`src/rtl/uart_pkg.sv`:
```
// ---------------------------------------------------------------------------
// uart_pkg
// Shared types and constants for the LSU UART receive (and transmit) paths.
//   rx_state_t   : receive FSM state encoding
//   DATA_BITS    : data bits per frame
//   STOP_BITS    : stop bits per frame
//   even_parity(): parity bit value that makes the total count of ones even
// ---------------------------------------------------------------------------
package uart_pkg;

    typedef enum logic [2:0] {
        IDLE,
        START,
        DATA,
        PARITY,
        STOP
    } rx_state_t;

    localparam int DATA_BITS = 8;
    localparam int STOP_BITS = 1;

    // Even parity: the parity bit equals the XOR of the data bits, so data
    // plus parity always carries an even number of ones.
    function automatic logic even_parity(input logic [DATA_BITS-1:0] data);
        return ^data;
    endfunction

endpackage

```
`src/rtl/sync_fifo.sv`:
```
// ---------------------------------------------------------------------------
// sync_fifo
// Single-clock first-word-fall-through FIFO, shared by the UART rx/tx paths.
// Ports:
//   clk      in   system clock, posedge
//   rst      in   synchronous active-high reset; empties the FIFO
//   push     in   write request (accepted when not full, or full with a pop)
//   wr_data  in   WIDTH-bit write data
//   pop      in   read request (ignored when empty)
//   rd_data  out  head entry; all zeros when empty
//   push_ack out  high when the current push request is accepted
//   full     out  count == DEPTH
//   empty    out  count == 0
//   count    out  number of stored entries, $clog2(DEPTH)+1 bits
// DEPTH must be a power of two >= 2 so the pointers wrap naturally.
// ---------------------------------------------------------------------------
module sync_fifo #(
    parameter int WIDTH = 8,
    parameter int DEPTH = 8
) (
    input  logic                     clk,
    input  logic                     rst,
    input  logic                     push,
    input  logic [WIDTH-1:0]         wr_data,
    input  logic                     pop,
    output logic [WIDTH-1:0]         rd_data,
    output logic                     push_ack,
    output logic                     full,
    output logic                     empty,
    output logic [$clog2(DEPTH):0]   count
);

    localparam int AW = $clog2(DEPTH);
    localparam logic [AW:0] FULL_COUNT = (AW+1)'(DEPTH);

    logic [WIDTH-1:0] mem [DEPTH];
    logic [AW-1:0]    wr_ptr;
    logic [AW-1:0]    rd_ptr;
    logic [AW:0]      count_q;
    logic             do_push;
    logic             do_pop;

    // A pop frees the head slot during the same edge, so a full FIFO can
    // still take a push when it is simultaneously being read.
    always_comb begin
        do_pop  = pop & ~empty;
        do_push = push & (~full | do_pop);
    end

    // Pointer and occupancy bookkeeping. Pointers are AW bits wide and
    // wrap modulo DEPTH on their own because DEPTH is a power of two.
    always_ff @(posedge clk) begin
        if (rst) begin
            wr_ptr  <= '0;
            rd_ptr  <= '0;
            count_q <= '0;
        end else begin
            if (do_push) begin
                wr_ptr <= wr_ptr + 1'b1;
            end
            if (do_pop) begin
                rd_ptr <= rd_ptr + 1'b1;
            end
            case ({do_push, do_pop})
                2'b10:   count_q <= count_q + 1'b1;
                2'b01:   count_q <= count_q - 1'b1;
                default: count_q <= count_q;
            endcase
        end
    end

    // Storage array; contents are only visible through rd_data when the
    // FIFO is non-empty, so it needs no reset.
    always_ff @(posedge clk) begin
        if (do_push) begin
            mem[wr_ptr] <= wr_data;
        end
    end

    // Status and the fall-through head value, forced to zero when empty.
    always_comb begin
        empty    = (count_q == '0);
        full     = (count_q == FULL_COUNT);
        count    = count_q;
        push_ack = do_push;
        rd_data  = empty ? '0 : mem[rd_ptr];
    end

endmodule

```
`src/rtl/uart_rx_lsu.sv`:
```
// ---------------------------------------------------------------------------
// uart_rx_lsu
// Receive half of the LSU UART: deserialises frames from the rx pin, buffers
// good bytes in a FIFO and hands them to the load/store unit with a Get/flag
// handshake.
// Ports:
//   clk        in   system clock, posedge
//   rst        in   synchronous active-high reset
//   rx_serial  in   asynchronous serial input, idle high
//   Get        in   pop request, honoured only while rd_flag=1
//   clr_err    in   one-cycle pulse clearing the sticky error flags
//   uart_in    out  FIFO head byte, 8'h00 when empty
//   rd_flag    out  FIFO not empty
//   Rxff       out  FIFO full
//   done_r     out  one-cycle pulse when a good byte enters the FIFO
//   frame_err  out  sticky: stop bit sampled low
//   overrun    out  sticky: good byte dropped because the FIFO was full
//   parity_err out  sticky: parity mismatch (tied low without parity)
// Configuration macro: UART_RX_PARITY_EN -> 8E1 frames with a PARITY state;
// otherwise 8N1 frames.
// ---------------------------------------------------------------------------
module uart_rx_lsu
    import uart_pkg::*;
#(
    parameter int CLKS_PER_BIT = 868,
    parameter int FIFO_DEPTH   = 8
) (
    input  logic       clk,
    input  logic       rst,
    input  logic       rx_serial,
    input  logic       Get,
    input  logic       clr_err,
    output logic [7:0] uart_in,
    output logic       rd_flag,
    output logic       Rxff,
    output logic       done_r,
    output logic       frame_err,
    output logic       overrun,
    output logic       parity_err
);

    localparam int CW = $clog2(CLKS_PER_BIT);
    localparam logic [CW-1:0] HALF_LAST = CW'(CLKS_PER_BIT/2 - 1);
    localparam logic [CW-1:0] BIT_LAST  = CW'(CLKS_PER_BIT - 1);
    localparam logic [2:0]    LAST_DATA = 3'(DATA_BITS - 1);

    rx_state_t state;
    rx_state_t next_state;

    logic                 rx_meta;
    logic                 rx_sync;
    logic [CW-1:0]        clk_cnt;
    logic [2:0]           bit_cnt;
    logic [DATA_BITS-1:0] shift;
    logic                 parity_bad;
    logic                 push_req;

    logic                 half_tick;
    logic                 bit_tick;
    logic                 cnt_restart;
    logic                 data_sample;
    logic                 par_sample;
    logic                 stop_sample;

    logic                 fifo_push_ack;
    logic                 fifo_full;
    logic                 fifo_empty;
    logic                 fifo_pop;
    logic [$clog2(FIFO_DEPTH):0] fifo_count;

    // Two-flop synchroniser on the raw pin. Both flops reset high so that a
    // reset never looks like the falling edge of a start bit.
    always_ff @(posedge clk) begin
        if (rst) begin
            rx_meta <= 1'b1;
            rx_sync <= 1'b1;
        end else begin
            rx_meta <= rx_serial;
            rx_sync <= rx_meta;
        end
    end

    // FSM state register.
    always_ff @(posedge clk) begin
        if (rst) begin
            state <= IDLE;
        end else begin
            state <= next_state;
        end
    end

    // Next-state logic. START re-checks the line half a bit in, which both
    // rejects glitches and centres every later sample in its bit. STOP leaves
    // at mid-stop-bit so a following start bit is never missed.
    always_comb begin
        next_state = state;
        case (state)
            IDLE: begin
                if (!rx_sync) next_state = START;
            end
            START: begin
                if (half_tick) next_state = rx_sync ? IDLE : DATA;
            end
            DATA: begin
                if (bit_tick && bit_cnt == LAST_DATA) begin
`ifdef UART_RX_PARITY_EN
                    next_state = PARITY;
`else
                    next_state = STOP;
`endif
                end
            end
`ifdef UART_RX_PARITY_EN
            PARITY: begin
                if (bit_tick) next_state = STOP;
            end
`endif
            STOP: begin
                if (bit_tick) next_state = IDLE;
            end
            default: next_state = IDLE;
        endcase
    end

    // Output decode: which sample point, if any, falls in this cycle.
    always_comb begin
        half_tick   = (state == START) && (clk_cnt == HALF_LAST);
        bit_tick    = (clk_cnt == BIT_LAST);
        cnt_restart = (state == IDLE) || half_tick || bit_tick;
        data_sample = (state == DATA)   && bit_tick;
        par_sample  = (state == PARITY) && bit_tick;
        stop_sample = (state == STOP)   && bit_tick;
    end

    // Baud counter, bit counter and shift register. Bits arrive LSB first,
    // so each sample enters at the top and moves down. push_req is raised
    // by a good stop sample and feeds the FIFO during the following cycle.
    always_ff @(posedge clk) begin
        if (rst) begin
            clk_cnt    <= '0;
            bit_cnt    <= '0;
            shift      <= '0;
            parity_bad <= 1'b0;
            push_req   <= 1'b0;
        end else begin
            push_req <= 1'b0;
            if (cnt_restart) begin
                clk_cnt <= '0;
            end else begin
                clk_cnt <= clk_cnt + 1'b1;
            end
            if (state == IDLE) begin
                bit_cnt    <= '0;
                parity_bad <= 1'b0;
            end
            if (data_sample) begin
                shift   <= {rx_sync, shift[DATA_BITS-1:1]};
                bit_cnt <= bit_cnt + 1'b1;
            end
            if (par_sample) begin
                parity_bad <= (rx_sync != even_parity(shift));
            end
            if (stop_sample) begin
                push_req <= rx_sync & ~parity_bad;
            end
        end
    end

    // Sticky error flags. A new error event in the same cycle as clr_err
    // takes priority, so the flag stays set.
    always_ff @(posedge clk) begin
        if (rst) begin
            frame_err <= 1'b0;
            overrun   <= 1'b0;
        end else begin
            frame_err <= (stop_sample & ~rx_sync) | (frame_err & ~clr_err);
            overrun   <= (push_req & ~fifo_push_ack) | (overrun & ~clr_err);
        end
    end

`ifdef UART_RX_PARITY_EN
    // Parity error flag, set at the parity sample when the bit disagrees
    // with the even parity of the received byte.
    always_ff @(posedge clk) begin
        if (rst) begin
            parity_err <= 1'b0;
        end else begin
            parity_err <= (par_sample & (rx_sync != even_parity(shift)))
                        | (parity_err & ~clr_err);
        end
    end
`else
    assign parity_err = 1'b0;
`endif

    // Receive buffer. A pop is only requested while data is present, so a
    // Get against an empty FIFO never moves the pointers.
    assign fifo_pop = Get & ~fifo_empty;

    sync_fifo #(
        .WIDTH (DATA_BITS),
        .DEPTH (FIFO_DEPTH)
    ) u_fifo (
        .clk      (clk),
        .rst      (rst),
        .push     (push_req),
        .wr_data  (shift),
        .pop      (fifo_pop),
        .rd_data  (uart_in),
        .push_ack (fifo_push_ack),
        .full     (fifo_full),
        .empty    (fifo_empty),
        .count    (fifo_count)
    );

    // LSU-facing status. done_r only pulses when the byte was really stored.
    always_comb begin
        rd_flag = (fifo_count != '0);
        Rxff    = fifo_full;
        done_r  = fifo_push_ack;
    end

endmodule

```
`config.mk`:
```
export PLATFORM = sky130hd
export DESIGN_NAME = uart_rx_lsu
export DESIGN_NICKNAME = d
export VERILOG_FILES = /design/src/rtl/uart_pkg.sv /design/src/rtl/sync_fifo.sv /design/src/rtl/uart_rx_lsu.sv
export SDC_FILE = /design/constraint.sdc
export NUM_CORES = 1
export LEC_CHECK = 0
export ABC_AREA = 0
export CORE_MARGIN = 5
export CORE_UTILIZATION = 60
export DETAILED_ROUTE_END_ITERATION = 10
export PLACE_DENSITY = 0.88
export SLEW_MARGIN = 20
export SYNTH_ARGS = -nofsm -noshare
export SYNTH_HDL_FRONTEND = slang
export SYNTH_SLANG_ARGS = --single-unit
```
`constraint.sdc`:
```
create_clock -name clk -period 3.04 [get_ports clk]
set_clock_uncertainty 0.1 [all_clocks]
set_input_delay 0.912 -clock clk [delete_from_list [all_inputs] [get_ports clk]]
set_output_delay 0.912 -clock clk [all_outputs]
set_load 0.03 [all_outputs]
```
Fig. 1: run 1, gate families picked out
The bar under the picture is 20 µm long.
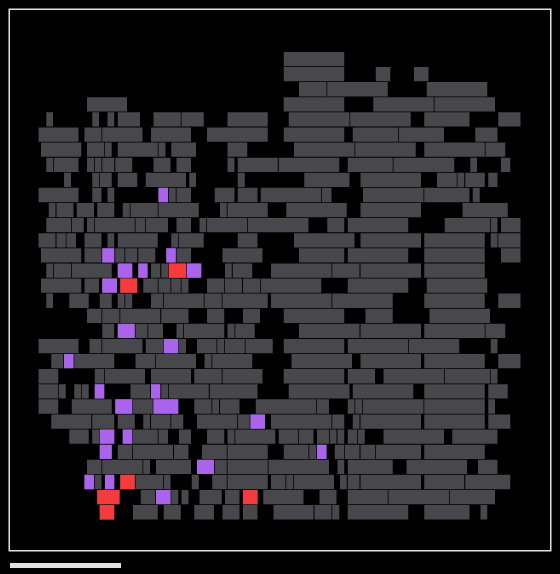
AND-OR and OR-AND gates: shown in red, cells 6, most used a21o_1. inverting AOI/OAI gates: shown in purple, cells 23, most used a21oi_1.
Top cell excl fill/tap: edfxtp_1
combinational share of cell area: 32.7%
number of standard cells in the final layout excluding fillers: 466

Fig. 2: run 1, wiring by layer
Only two layers are drawn.
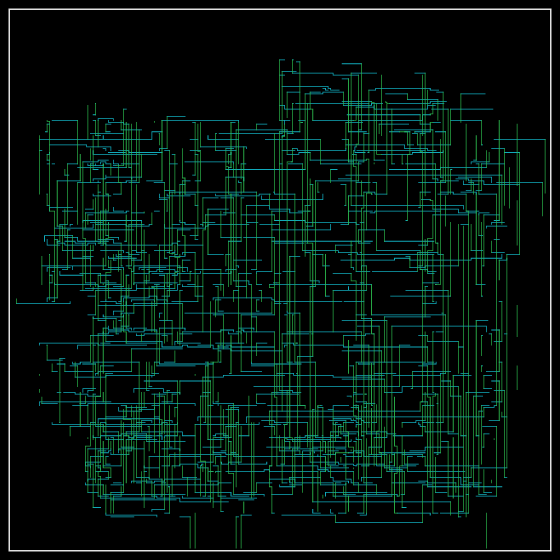
met2: shown in green, wire length 4330 µm. met1: shown in cyan, wire length 3460 µm.
aggregate routed wire length: 8330 µm
total via count in the routed design: 2745
Global Route Usage Sum: 18.5%
final routed wire length divided by cell count: 17.9 µm

==> notes.md, run 1 <==
Implementation results are summarized by area below.

Run status
The flow ran to the end, and the final reports show no timing, DRC or antenna violations.

Power
The final power report lists total power as roughly 2.5 mW. The internal portion of total power is 1.96 mW. The net switching power is about 550 µW.

The flow reports that the clock network draws 35.4% of the design power. The share of total power consumed by net switching is ~22%.

Yosys
The dominant kind of combinational cell is simple AND/OR/NAND/NOR gates. The cell count in the Yosys report is 333. The post-synthesis simple-gate area fraction is between 10% and 20%. Sequential elements use ~61% of the synthesized area. Among all flip-flop cells after synthesis, the most frequent one is edfxtp_1. The area fraction in full adders, half adders and majority gates is around 2.6%. Yosys reported a register bit count of ~110.

Synthesis produced a netlist whose cell count is between 300 and 400. In this run, the synthesized area fraction spent on AND-OR/OR-AND gates is recorded as under 10%. For reference, the top cells by count after synthesis are 64 x edfxtp_1, 46 x nor2_1, 43 x dfxtp_1. Summing every instance area after synthesis gives between 4000 and 5000 µm². Per the synth stats, the proportion of register bits with asynchronous set or reset is 0%.

The largest total area in the synthesized netlist belongs to edfxtp_1.

Final layout
Cells fill between 60 and 70% of the core in the end. The registers reported with the highest flop counts are u_fifo.mem: 64 flops, clk_cnt: 10 flops, shift: 8 flops. The layout summary lists the proportion of cells stronger than drive strength 1 as 20.7%.

The register with the most flip-flops in the layout has 64 of them.

Global route
Entering global routing, the biggest net connects 20 pins. In the global route stage, met3 resource usage came out at slightly above 4%. The remaining global-route overflow is 0. On met2, the global router reports a usage of around a third. The via count of the first global-routing pass was approximately 2700.

The routing layer with the top usage in global route is met2.

Floorplanning
The die extent in x is a little under 100 µm. Once the floorplan was initialized, standard cells occupied ~62% of the core. The row count is 31.

Critical path
The capturing point of the worst reg2reg path is u_fifo.count[3]$_SDFFE_PP0P_. The startpoint-to-endpoint class of the critical path is in -> out. Data arrives at the worst endpoint at slightly below 2 ns. The kind of end point of the critical path is an output pin. The data required time reported for the critical path is between 2 and 2.5 ns. The startpoint kind of the worst setup timing path is an input pin. The launch instance of the worst register-to-register path is u_fifo.count[0]$_SDFFE_PP0P_.

Drt
The count of routing violations after the opening detailed-route iteration is about 100. The highest metal layer with signal wires is met4. Wire segments on met3 add up to 373 µm in the final route. The routed length on met2 is 4330 µm. The via count normalized by instance count is around 5.9.

Before antenna repair, the detailed router went through 4 iterations. The routed wirelength on the met1 layer is recorded as 3460 µm.

CTS
Post-CTS repair changed the size of 24 cells. The count of hold buffers inserted by post-cts repair is 0. Looking at the clock tree report, the H-tree level count equals 3. The root buffer cell is clkbuf_8. The count of buffers added by post-CTS timing repair for setup is 0. The clock latency of the later-clocked register in the worst-skew pair is around 0.36 ns.

Placed design
The total cell area at the placement stage is a little under 5000 µm². Routability-driven placement finished with a final weighted congestion of ~0.8. The half-perimeter wire length after placement is ~5700 µm.

The pre-CTS setup slack is 0.0247 ns.

STA
The worst slew margin relative to its limit is around 48%. The final-report hold violation count is 0. The final period demand of the worst path is around 2.9 ns. The highest clock rate this design can be run at is 340 MHz.
Fig. 3: run 1, sequential cells grouped by signal name
The bar under the picture is 20 µm long. Other sequential cells in the stronger gray, the rest of the logic in the fainter gray.
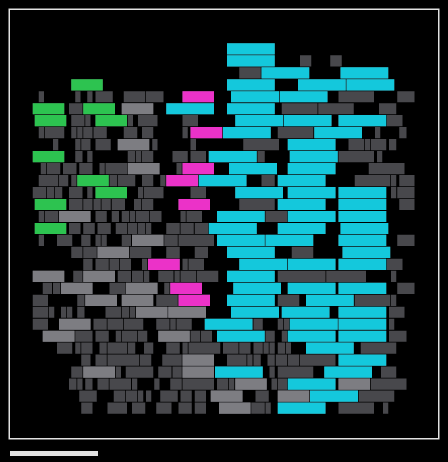
clk_cnt: shown in green, sequential cells 10. u_fifo.mem: shown in cyan, sequential cells 64. shift: shown in magenta, sequential cells 8.
Another 25 sequential cells are not colored.

Fig. 4: run 1, pin map
Pins as bars across the die edge, other pins in gray.
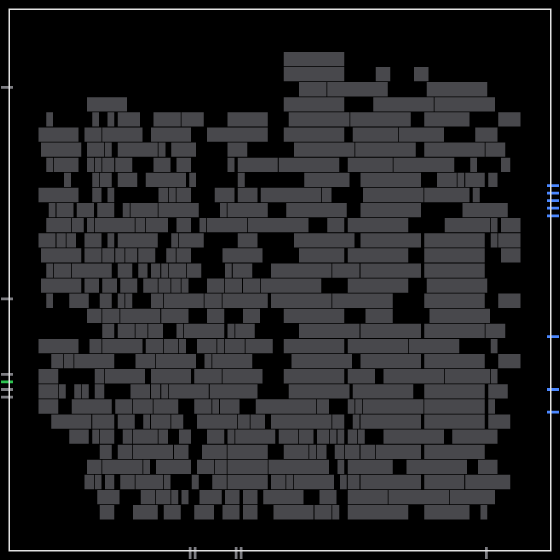
uart_in: shown in blue, pins 8, direction output, edge east. frame_err: shown in green, pins 1, direction output, edge west.
All pins by edge: 8 east, 6 west, 5 south.
chip height: 97.2 µm
Port Buffers: 17

==> run 1: cells in the final DEF (no fill, tap or decap), drive strengths merged, types with 9 or more instances in the layout <==
| cell | count |
|---|---|
| edfxtp | 64 |
| nor2 | 47 |
| mux2i | 18 |
| xnor2 | 9 |
| clkbuf | 12 |
| mux4 | 16 |
| buf | 14 |
| nand2 | 13 |
| xor2 | 9 |
| inv | 14 |
| dfxtp | 43 |
==> run 1: worst max path at each step <==
stage / to / slack, ns / startpoint
final: done_r / 0.1 / Get
after global routing: uart_in[5] / 0.02 / register
after CTS: uart_in[4] / 0.005 / register
after detailed placement: u_fifo.mem[3][3]$_DFFE_PP_ / 0.02 / Get
after global placement: done_r / 0.12 / Get
after floorplan: u_fifo.mem[0][0]$_DFFE_PP_ / 0.40 / Get
==> run 1: power groups by stage <==
stage | Clock [mW] | Sequential, mW | Combinational, mW
after CTS | 0.903 | 1.53 | 0.0946
after global placement | 0 | 1.56 | 0.0940
after global routing | 0.969 | 1.53 | 0.105
final | 0.890 | 1.53 | 0.0968
after detailed placement | 0 | 1.56 | 0.0964
after floorplan | 0 | 1.56 | 0.0672
==> run 1: logic make-up after synthesis <==
logic type      count (synthesis)
compound gates                 29
xor+xnor                       19
fa+ha+maj                       9
buf+inv                        23
flops                         107
mux                            35
other cells                     1
simple gates                  110
==> run 1: area by class of cell <==
type	count	area [µm²]	share of cell area, %
tap	99	124	2.41
clock buffer	9	124	2.41
inverter	10	40.0	0.780
timing repair buffer	31	298	5.80
clock inverter	7	81.3	1.59
sequential	107	2790	54.3
multi-input combinational	203	1680	32.7
==> run 1: worst max-delay path: stages <==
cell and delay [ns]:
clkdlybuf4s50_1 0.41, or2b_1 0.25, o21a_1 0.19, buf_4 0.17
==> run 2: changes to the inputs <==
Settings changed: CAP_MARGIN set to 30.
Fig. 5: run 2, wiring by layer
Only two layers are drawn.
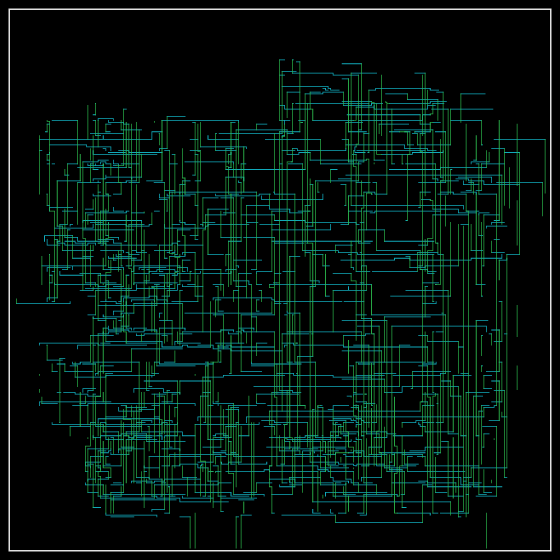
met1: shown in cyan, wire length 3460 µm. met2: shown in green, wire length 4330 µm.

==> notes.md, run 2 <==
Implementation results are summarized by area below.

Run status
The flow ran to the end, and the final reports show no timing, DRC or antenna violations.

Placed design
The routability-driven placement congestion ratio is 0.802. Timing analysis after detailed placement gives a worst setup slack of between 0.02 and 0.025 ns. According to the dpl log, the detail-placed design has an HPWL of ~5700 µm. In this run the tool buffered the top-level ports with 17 buffer cells.

Yosys
The area fraction in xor and xnor cells is a little under 4%. Once synthesis finished, the tally of register bits stood at between 100 and 150. For reference, the post-synthesis area per instance comes to between 10 and 15 µm².

In this run, distinct cell masters in the synthesized netlist total around 60. The leading cell type by number of instances after synthesis is edfxtp_1. The dominant kind of combinational cell is simple AND/OR/NAND/NOR gates. The warning count from the yosys run is 0. The synthesis report gives the async set-or-reset register share as 0%. The mapped netlist covers 4570 µm². The dominant cell type by area after synthesis is edfxtp_1. Post-synthesis, Yosys gives the total cell area as about 4600 µm².

By count the netlist is led by 64 x edfxtp_1, 46 x nor2_1, 43 x dfxtp_1. The number of cells produced by synthesis is about 330. In this run, the synthesized area fraction spent on AND-OR/OR-AND gates is recorded as under 10%.

The most used flip-flop cell after synthesis is edfxtp_1. The proportion of netlist area held by the largest area contributor is 42.1%. The synthesis report lists the most area-consuming cells as edfxtp_1 42%, dfxtp_1 19%, mux4_2 7.9%. Per the post-synthesis report, the nets total ~350. After synthesis, flip-flops and latches occupy roughly 61% of the total area. Summing the areas of all fa, ha and maj instances in the mapped netlist gives around 2.6% of the synthesized area.

The synthesized design contains 64 enable-type register cells. Yosys stat counts 333 cells in the synthesized netlist. Measured against the total synthesized area, the mux share comes to 12.1%. For reference, simple AND, OR, NAND and NOR cells occupy a little over an eighth of the area reported after synthesis.

Global route
The largest net degree at the start of global routing is 20. The remaining global-route overflow is 0. The via count of the first global-routing pass is about 2700. The total routing usage reported by global routing is between 10% and 20%. The initial antenna violation count was 0. The global-route wire length before repair is between 10000 and 15000 µm.

STA
After layout, the worst setup slack is ~0.10 ns. The worst slew margin relative to its limit is around 48%. The worst hold slack across all endpoints is 0.320 ns. The final sum of negative setup slack is 0 ns. The highest clock rate this design can be run at is approximately 340 MHz. The transition at the pin with the smallest max-transition slack is approximately 0.78 ns. The final period demand of the worst path is about 3 ns. The share of the cycle needed by the critical path after routing is about 97%.

The total count of max-transition violations in the final report is 0. The last timing report of the flow puts the setup violation total at 0. Setup repair after global routing left no endpoint under its margin. In the final report, the number of hold violations comes to 0.

Final layout
The number of nets in the final layout is ~380. The most frequent logic cell in the layout is edfxtp_1. More flip-flops sit in one register than any other, and that register is u_fifo.mem.

The largest registers in the layout are u_fifo.mem: 64 flops, clk_cnt: 10 flops, shift: 8 flops. The number of antenna diodes is 0. Across the whole layout, storage elements account for around 2800 µm².

The area used by multi-input combinational logic is 1680 µm². The register with the most flip-flops in the layout has 64 of them. The final standard cell utilization of the core is 70.0%. Fill cells in the final layout number between 400 and 500.

The top cell types in the final layout, fill and taps aside, are 64 x edfxtp_1, 46 x nor2_1, 42 x dfxtp_1, 18 x mux2i_1, 16 x mux4_2. The proportion of layout cells with a drive suffix above 1 is about a fifth. From synthesis to final layout, the design area changed by 12.4%.

Power
The script extracted a net switching power of 554 µW. The leakage power of the design is 1.75 nW. The share of total power consumed by net switching is about 22%. The total power per unit cell area is just under 500 nW/µm². The maximum resistive drop on vdd is between 0.0002 and 0.0003 V.

In this run, flip-flops and latches consume between 60 and 70% of the power. The internal portion of total power is between 1.5 and 2 mW. The combinational group share of total power is ~3.8%.

The total power draw is approximately 2.5 mW. The clock network accounts for a little over a third of the total power.

CTS
The count of hold buffers inserted by post-cts repair is 0. The tree built by TritonCTS fans out to 107 sinks. Per the CTS log, the root buffer master is clkbuf_8. The total CTS buffers is 9. The clock-pin slew on the worst setup and hold paths is around 0.1 ns. The CTS tree is built. Looking at the clock tree report, the H-tree level count equals 3. The clock passes through at most 2 buffers. At the later pin of the worst-skew pair, clock insertion delay measures approximately 0.36 ns.

Critical path
The standard cell with the maximum stage delay on the critical path is clkdlybuf4s50_1. Per STA, the worst path accumulates the most delay in the family buffers and inverters. STA classifies the critical path startpoint as an input pin.

The largest incremental delay on the critical path is 0.41 ns. The arrival time of data at the critical path endpoint is between 1.5 and 2 ns. The startpoint-to-endpoint class of the critical path is in -> out.

The largest fanout on the critical path is 2. STA puts the critical path data required time at between 2 and 2.5 ns. The minimum setup slack among reg-to-reg paths is 0.45 ns. The timing report notes that buffer and inverter cells on the critical path total 2. The kind of end point of the critical path is an output pin.

The signal on the critical path passes through clkdlybuf4s50_1 -> or2b_1 -> o21a_1 -> buf_4.

Floorplanning
In this run the core area contains 31 standard-cell rows. The die extent in x is slightly below 100 µm. The initial cell density of the core is between 60% and 70%.

After floorplanning, the core was sized to cover approximately 7300 µm². The die covers around 9500 µm². The vertical extent of the die is between 90 and 100 µm.

The count of boundary I/O pins is 19.

Drt
The number of vias after detailed routing is roughly 2700. The via count normalized by instance count is between 5 and 6. For this block, the initial DRC count from the detailed router was about 100.

For this run, the detailed router's first-pass iteration total came to 4. Per the post-route antenna check, the number of violating nets is 0. After detailed routing, the total wire length is 8330 µm. In the routed design, unresolved DRC markers number 0. The final routed wire length divided by cell count is approximately 18 µm.

Job
The number of warnings in the stage logs is 27. The count of max-cap constraint violations is 0.

Hold path
The type of the most critical hold path is reg -> reg.
Fig. 6: run 2, gate families picked out
The bar under the picture is 20 µm long.
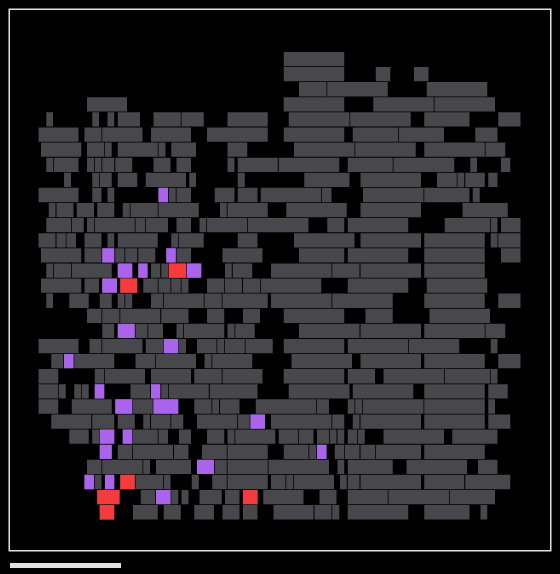
inverting AOI/OAI gates: shown in purple, cells 23, most used a21oi_1. AND-OR and OR-AND gates: shown in red, cells 6, most used a21o_1.

## run 2: power groups by stage
| stage | clock (mW) | sequential [mW] | combinational, mW |
|---|---|---|---|
| global route | 0.969 | 1.53 | 0.105 |
| detailed placement | 0 | 1.56 | 0.0964 |
| floorplan | 0 | 1.56 | 0.0672 |
| finish | 0.890 | 1.53 | 0.0968 |
| CTS | 0.903 | 1.53 | 0.0946 |
| global placement | 0 | 1.56 | 0.0940 |
## run 2: layer usage
layer | global-route usage [%] | wire, µm
met1 | 22.6 | 3460
met2 | 32.0 | 4330
met3 | 4.09 | 373
met4 | 7.03 | 161
met5 | 0 | 0
## run 2: worst paths after layout
path	depth (start not counted)	from	end
setup / recovery	4	Get	done_r
hold / removal	1	rx_meta$_SDFF_PP1_	rx_sync$_SDFF_PP1_
setup reg to reg	10	u_fifo.count[0]$_SDFFE_PP0P_	u_fifo.count[3]$_SDFFE_PP0P_
hold reg to reg	1	rx_meta$_SDFF_PP1_	rx_sync$_SDFF_PP1_
## run 2: layout make-up
class	instances	area share, %
Inverter	10	0.780
Clock buffer	9	2.41
Multi-Input combinational cell	203	32.7
Tap cell	99	2.41
Clock inverter	7	1.59
Timing Repair Buffer	31	5.80
Sequential cell	107	54.3
## run 2: repair_timing
item / CTS / global route
pin swaps: 0 / 0
endpoints found under the setup margin: 10 / 8
buffers inserted: 0 / 2
gates cloned: 0 / 1
resized: 24 / 4
## run 2: through the flow
| step | std cells | instance area, µm² |
|---|---|---|
| 3_3_place_gp | 447 | 4890 |
| 3_5_place_dp | 447 | 4890 |
| 6_report | 466 | 5130 |
| 4_1_cts | 463 | 5100 |
| 5_1_grt | 466 | 5130 |
| 2_1_floorplan | 333 | 4570 |
==> run 3: changes to the inputs <==
Settings changed: ABC_AREA 0 to 1.
Fig. 7: run 3, gate families picked out
The bar under the picture is 20 µm long.
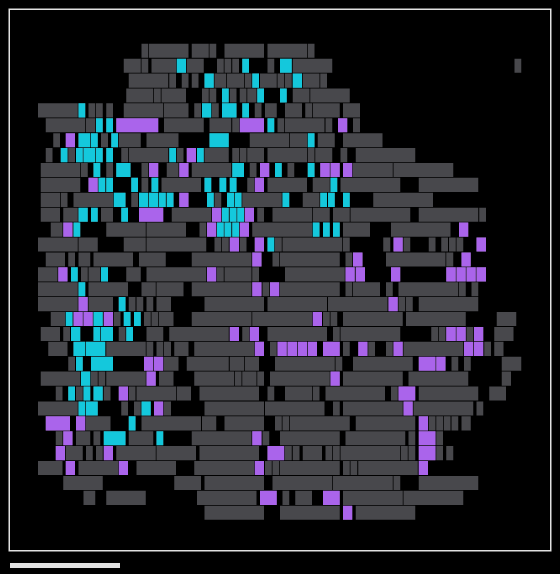
NAND gates: shown in cyan, cells 93, most used nand2_1. inverting AOI/OAI gates: shown in purple, cells 87, most used o21ai_0.
Top cell excl fill/tap: nor2_1
number of standard cells in the final layout excluding fillers: 624
combinational share of cell area: 32.0%

==> notes.md, run 3 <==
Implementation results are summarized by area below.

Yosys
The number of cells produced by synthesis is 490. The async set or reset register ratio after synthesis is 0%. The proportion of synthesized area in mux cells is 0%. The main flop type is edfxtp_1. For reference, compound AND-OR and OR-AND cells occupy between 10% and 20% of the area reported after synthesis.

The net count entering floorplan is 504. Sorting the synthesized cells by how often they occur yields 105 x nor2_1, 67 x nand2_1, 64 x edfxtp_1. The main area contributors are edfxtp_1 41%, dfxtp_1 18%, nor2_1 8.4%. The area fraction in xor and xnor cells is under 10%.

The combined area of all synthesized cells is about 4700 µm². The cell count in the Yosys report is around 490. Of the total synthesized cell area, the portion taken by AND, OR, NAND and NOR gates is approximately 19%.

The synthesis run identifies the leading combinational cell family as simple AND/OR/NAND/NOR gates. The proportion of netlist area held by the largest area contributor is between 40% and 50%. Per the synthesis report, the number of distinct cell types is 35. The share of the Yosys chip area taken by registers is roughly 60%.

In this run, the synthesized area fraction spent on adder and majority cells is recorded as between 2 and 3%.

Power
The leakage power of the design is around 2.0 nW. The total power draw is ~3.9 mW. Per the breakdown, switching nets consume 37.4% of all power.

The internal portion of total power is roughly 2.5 mW. Of the total power, the clock network draws 22.6%. In this run the power spent charging and discharging nets is approximately 1.5 mW. The maximum resistive drop on vdd is just under 0.0005 V. In this run the power density over the cells is approximately 750 nW/µm².

The combinational group share of total power is 35.7%.

Final layout
The number of antenna diodes in the final layout is 0. The area used by multi-input combinational logic is 1680 µm². The sequential cell area in the final layout is 2780 µm². The largest registers in the layout are u_fifo.mem: 64 flops, clk_cnt: 10 flops, shift: 8 flops. The final standard cell utilization of the core is around two thirds. The finished cells cover about 5200 µm². The proportion of layout cells with a drive suffix above 1 is a little under an eighth.

STA
Setup repair after global routing left no endpoint under its margin. OpenROAD reports that the post-layout worst path occupies 96.3% of the period. The number of setup violations in the final report is 0. For reference, the final report shows the hold violation count at 0. The worst path in the final design needs a cycle of just under 3 ns, including I/O delays and setup. The timing-limited maximum frequency is approximately 340 MHz.

The worst hold slack across all endpoints is about 0.33 ns. For the final routed database, the setup TNS stands at 0 ns. The transition at the pin with the smallest max-transition slack is 0.588 ns. The worst slew margin relative to its limit is between 60% and 70%.

Drt
The detailed-routing iteration count for the pre-antenna-repair pass is 5. The post-route antenna net violation count is 0. The final routed wire length divided by cell count is 13.9 µm. The detailed router reported a total wirelength of between 8000 and 9000 µm.

For this run, the detailed router reports a per-instance via density of between 5 and 6.

Critical path
The number of buffers and inverters on the critical path is 3. The largest fanout on the critical path is 16. On the critical path the largest part of the delay comes from buffers and inverters. The startpoint kind of the worst setup timing path is a register. Per STA, the worst path is made up of inv_1 -> buf_4 -> nor2_1 -> o32ai_1 -> nor2_1 -> nor2_1 -> clkdlybuf4s15_1. The minimum setup slack among reg-to-reg paths is between 0.8 and 0.9 ns. The standard cell with the maximum stage delay on the critical path is clkdlybuf4s15_1. The arrival time of data at the critical path endpoint is ~1.9 ns.

The startpoint-to-endpoint class of the critical path is reg -> out. Per STA, the highest per-stage delay on the worst path measures between 0.3 and 0.4 ns.

Global route
Entering global routing, the biggest net connects 27 pins. Across every metal layer, demand over resource in global routing totals a little under a fifth. The via count of the first global-routing pass is approximately 3200. The remaining global-route overflow is 0.

Floorplanning
The row count is 32. The total die size is around 9700 µm². The initial cell density of the core is around three fifths. 19 I/O pins were placed. The die extent in x is approximately 99 µm.

Hold path
In the hold report, the worst path ends at push_req$_SDFF_PP0_. Along the worst hold path, the cell count comes to 1. The launch instance of the worst min-delay path is parity_bad$_SDFFE_PP0P_. The path class of the tightest hold or removal check is reg -> reg.

CTS
The clock-pin slew on the worst setup and hold paths is 0.10 ns. The root buffer cell is clkbuf_8. The total clock sinks is 107. The CTS tree is built. Looking at the clock tree report, the maximum root-to-sink buffer count equals 2. The H-tree depth is 3.

The clock latency of the later-clocked register in the worst-skew pair is 0.37 ns.

Job
The number of warnings in the stage logs is 27. In this run the maximum-capacitance check reported violations numbering 0.

Placed design
After detailed placement, the total cell area comes to just over 5000 µm². The number of cells in the design after placement is just over 600. The half-perimeter wire length after placement is ~6000 µm. Port buffering added 17 buffers. The routability-driven placement congestion ratio is a little over 0.8.

The pre-CTS setup slack is 0.151 ns.

Run status
The run finished with clean final reports.
Fig. 8: run 3, sequential cells grouped by signal name
The bar under the picture is 20 µm long. Other sequential cells in the stronger gray, the rest of the logic in the fainter gray.
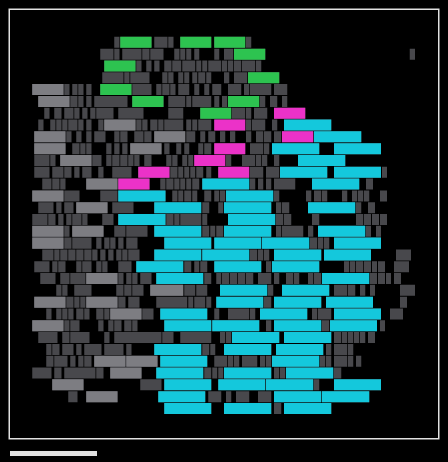
shift: shown in magenta, sequential cells 8. u_fifo.mem: shown in cyan, sequential cells 64. clk_cnt: shown in green, sequential cells 10, where north.

## run 3: netlist changes by cell type in the layout (fill, tap and decap cells not counted), sizes merged, moves of 4 or more
cell | previous run | this run
a21oi | 8 | 23
mux4 | 16 | 0
nand2 | 13 | 73
xnor2 | 9 | 4
and3 | 4 | 0
o21ai | 3 | 52
nor3 | 8 | 3
nand2b | 5 | 0
nand3 | 8 | 14
nor2 | 47 | 111
mux2i | 18 | 0
inv | 14 | 48
o32ai | 0 | 8
## run 3: power groups by stage
stage	registers, mW	clock network [mW]	logic, mW
final	1.64	0.890	1.41
after global routing	1.65	0.970	1.56
after CTS	1.64	0.901	1.41
after detailed placement	1.68	0	1.48
after global placement	1.67	0	1.43
after floorplan	1.66	0	0.999
## run 3: per-layer routing
| layer | wire (µm) | track usage (%) | up-vias |
|---|---|---|---|
| met5 | 0 | 0 | - |
| met4 | 153 | 7.77 | 0 |
| met3 | 447 | 3.18 | 15 |
| met2 | 4290 | 30.8 | 111 |
| met1 | 3760 | 25.3 | 1585 |
| li1 | - | - | 1686 |
## run 3: logic make-up (layout without fill, tap and decap cells)
logic type	count (synthesis)	count (layout)
compound gates	88	88
xor+xnor	15	15
fa+ha+maj	9	9
buf+inv	59	91
flops	107	107
other cells	1	1
simple gates	211	211
## run 3: timing repair
item / 4_1_cts / 5_1_grt
gates resized: 9 / 10
hold buffers: 0 / 0
setup buffers: 0 / 0
endpoints found under the setup margin: 8 / 8
## run 3: area by class of cell
type	instances	area share, %
multi-input cells	324	32.0
clock inverters	7	1.53
well taps	102	2.43
flip-flops and latches	107	53.1
inverters	43	3.08
clock buffers	9	2.36
repair buffers	32	5.49
Power and IR drop assume default switching activity.
